Figure 1. Signal wires on met3.
Scale bar: 20 µm.
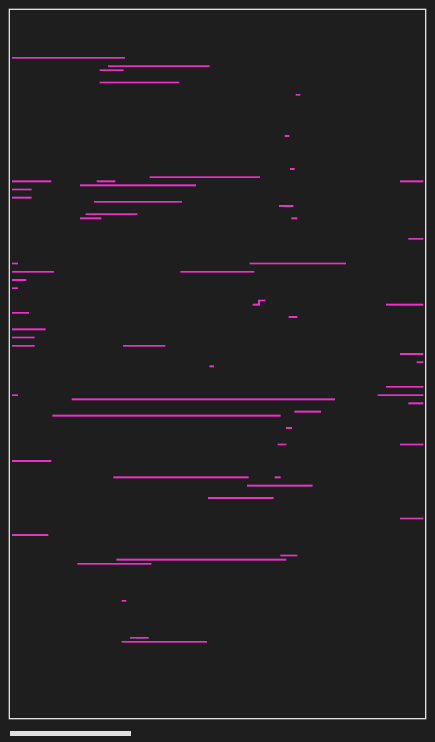
Figure 2. Clock nets.
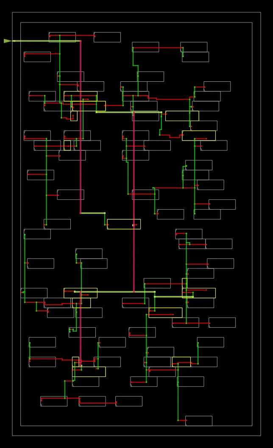
Figure 3. Signal metal coverage by tile.
Scale bar: 20 µm. 14 x 23 tiles, from dark blue (low) to red (high), scaled to the fullest tile. Values are wire area over tile area, all layers added.
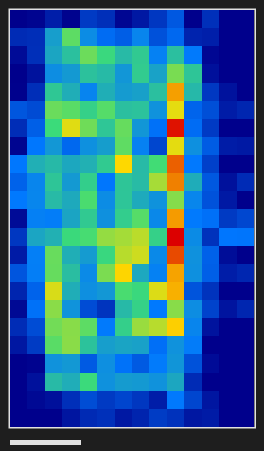
Figure 4. M1 wires.
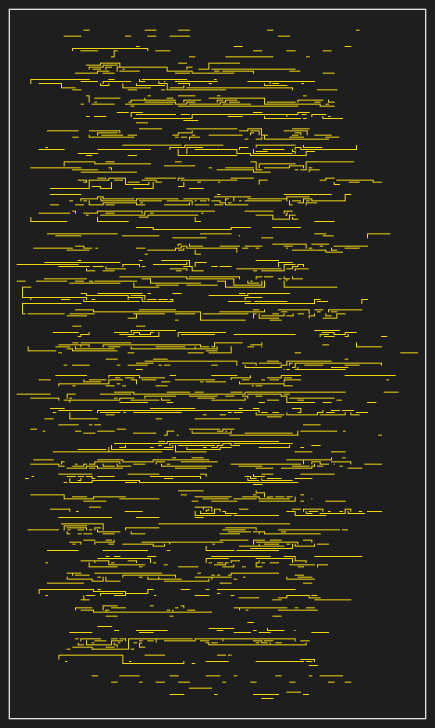
Figure 5. Placed cells, one colour a class.
Fill, decap, tap and diode cells in grey.
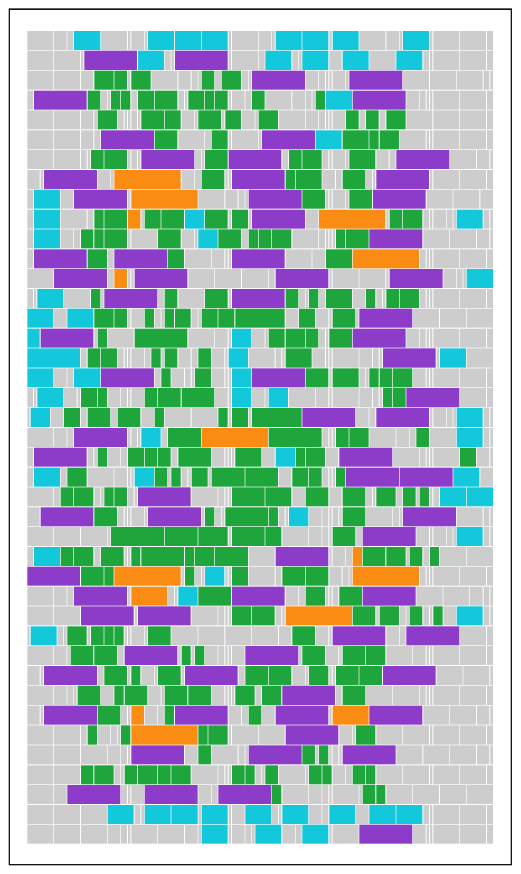
**config.mk**
```make
export PLATFORM = sky130hd
export DESIGN_NAME = fifo_rd_packer
export DESIGN_NICKNAME = d
export VERILOG_FILES = /design/src/rtl/fifo_rd_packer.sv
export SDC_FILE = /design/constraint.sdc
export NUM_CORES = 1
export LEC_CHECK = 0
export CAP_MARGIN = 20
export CORE_ASPECT_RATIO = 1.75
export CORE_MARGIN = 2
export CORE_UTILIZATION = 45
export CTS_CLUSTER_DIAMETER = 150
export DETAILED_ROUTE_END_ITERATION = 6
export PLACE_DENSITY = 0.69
export SLEW_MARGIN = 20
export SYNTH_ARGS = -nofsm -noshare
export SYNTH_HDL_FRONTEND = slang
export SYNTH_SLANG_ARGS = --single-unit
```
**constraint.sdc**
```tcl
create_clock -name clk -period 2.2 [get_ports clk]
set_input_delay 0.22 -clock clk [delete_from_list [all_inputs] [get_ports clk]]
set_output_delay 0.22 -clock clk [all_outputs]
set_load 0.03 [all_outputs]
```
**src/rtl/fifo_rd_packer.sv**
```systemverilog
// Packs a byte stream from a 1-cycle-latency FIFO read port into NB-byte
// little-endian words, with a flush that emits any partially packed word.
module fifo_rd_packer #(
  parameter int NB = 4
) (
  input  logic            clk,
  input  logic            rst,
  input  logic            o_fifo_empty,
  output logic            rd_en,
  input  logic [7:0]      rd_data,
  input  logic            flush,
  output logic            m_valid,
  input  logic            m_ready,
  output logic [8*NB-1:0] m_data,
  output logic [NB-1:0]   m_keep,
  output logic            m_last
);

  localparam int CW = $clog2(NB);
  localparam logic [CW-1:0] CNT_LAST = CW'(NB - 1);
  localparam logic [CW:0]   OCC_LIM  = (CW + 1)'(NB - 1);

  typedef enum logic {FILL, FLUSH_WAIT} state_t;

  state_t          state;
  state_t          state_next;
  logic [CW-1:0]   cnt;
  logic            inflight;
  logic [8*NB-1:0] acc;
  logic [8*NB-1:0] acc_with_byte;
  logic [CW:0]     occ;
  logic            out_free;
  logic            flush_done;
  logic [NB-1:0]   partial_keep;

  // Reads are throttled so that a byte completing a word always finds the
  // output register free on the edge it arrives.
  always_comb begin
    state_next    = state;
    rd_en         = 1'b0;
    flush_done    = 1'b0;
    occ           = {1'b0, cnt} + {{CW{1'b0}}, inflight};
    out_free      = !m_valid || m_ready;
    acc_with_byte = acc;
    acc_with_byte[{cnt, 3'b000} +: 8] = rd_data;
    partial_keep  = (NB'(1) << cnt) - NB'(1);
    case (state)
      FILL: begin
        rd_en = !o_fifo_empty && !rst && ((occ < OCC_LIM) || out_free);
        if (flush) state_next = FLUSH_WAIT;
      end
      FLUSH_WAIT: begin
        if (!inflight && out_free) begin
          flush_done = 1'b1;
          state_next = FILL;
        end
      end
      default: state_next = FILL;
    endcase
  end

  // Unused upper accumulator bytes stay zero, so a partial word needs no masking.
  always_ff @(posedge clk) begin
    if (rst) begin
      state    <= FILL;
      cnt      <= '0;
      inflight <= 1'b0;
      acc      <= '0;
      m_valid  <= 1'b0;
      m_data   <= '0;
      m_keep   <= '0;
      m_last   <= 1'b0;
    end else begin
      state    <= state_next;
      inflight <= rd_en;
      if (m_valid && m_ready) m_valid <= 1'b0;
      if (inflight) begin
        if (cnt == CNT_LAST) begin
          m_data  <= acc_with_byte;
          m_keep  <= '1;
          m_last  <= 1'b0;
          m_valid <= 1'b1;
          acc     <= '0;
          cnt     <= '0;
        end else begin
          acc <= acc_with_byte;
          cnt <= cnt + CW'(1);
        end
      end else if (flush_done && cnt != '0) begin
        m_data  <= acc;
        m_keep  <= partial_keep;
        m_last  <= 1'b1;
        m_valid <= 1'b1;
        acc     <= '0;
        cnt     <= '0;
      end
    end
  end

endmodule

```
==> job_summary.md <==
### Yosys + OpenROAD results

| Metric | Value |
|---|---|
| Pwr Density | `709.9 nW/µm²` |
| Max incr delay on CP | `0.48 ns` |
| CP Depth | `5` |
| Area occupied by registers | `~1500 µm²` |
| I/O pin count | `52` |
| FILL cells | `644` |
| Total power | `2.963 mW` |
| Gate Area | `1667 µm²` |
| Yosys reg bits | `74` |
| Max-area cell share | `a little under half` |
| Setup Buffers After CTS | `0` |
| Initial antenna violation count | `0` |
| Commonest Layout Cell | `dfxtp_1` |
| Layer with the highest usage | `met2` |
| Least-Margin Pin Slew | `0.5369 ns` |
| Setup TNS | `0 ns` |
| Worst hold slack | `0.3573 ns` |
| Clk pwr | `between 1 and 1.5 mW` |
| Register share of total power | `46.2%` |
| WHS Endpoint | `m_keep[2]` |
| Tapcells | `86` |
| Comb area share | `39.93%` |
| Psw | `0.6962 mW` |
| Ant diodes | `0` |
| Outcome | `finished clean` |
| WL met3 | `436 µm` |
| Mux cell area share | `0%` |
| Ys async rst share | `0%` |
| Synth logic family | `AND-OR/OR-AND gates` |
| Top cells excl fill/tap | `dfxtp_1, clkdlybuf4s50_1, nand2_1` |
| Post-DP Area | `3891 µm²` |
| Post-synth top area cell | `dfxtp_1` |
| Metal-1 WL | `~3500 µm` |
| Total grt overflow | `0` |
| Met2 Wirelength | `~4200 µm` |
| Logic inverters | `7` |
| R2R cell count | `5` |
| Fin util | `58.54%` |
Notes on Figure 1 above:
nets with wire on the layer: 43
main direction: horizontal
share of all routed wire: 5.2%
wire length on this layer: 436 µm
met3 usage: 3.633%
vias after detailed routing: 2847

Notes on Figure 2 above:
Clock Latency Late Sink: 0.33 ns
clkbuf count: 12

Notes on Figure 3 above:
tiles over half the peak: 16%
densest ninth of the die: centre
nearly empty tiles: 15%
fullest tile: 0.62
emptiest ninth of the die: lower right
All-Layer GR Usage: 22.88%
drt wl/cell: 17.50 µm
Routed WL: 8436 µm

Notes on Figure 4 above:
share of all routed wire: 41%
wire length on this layer: 3460 µm

Notes on Figure 5 above:
legend:
  remaining buffers and delay cells:
    colour: cyan
    cells: 65
  remaining logic cells:
    colour: green
    cells: 242
  clock drivers and dummy loads:
    colour: orange
    cells: 15
  registers:
    colour: purple
    cells: 74
flop share of the area: 35.49%
core area: 7131 µm²

Power and IR drop assume default switching activity.
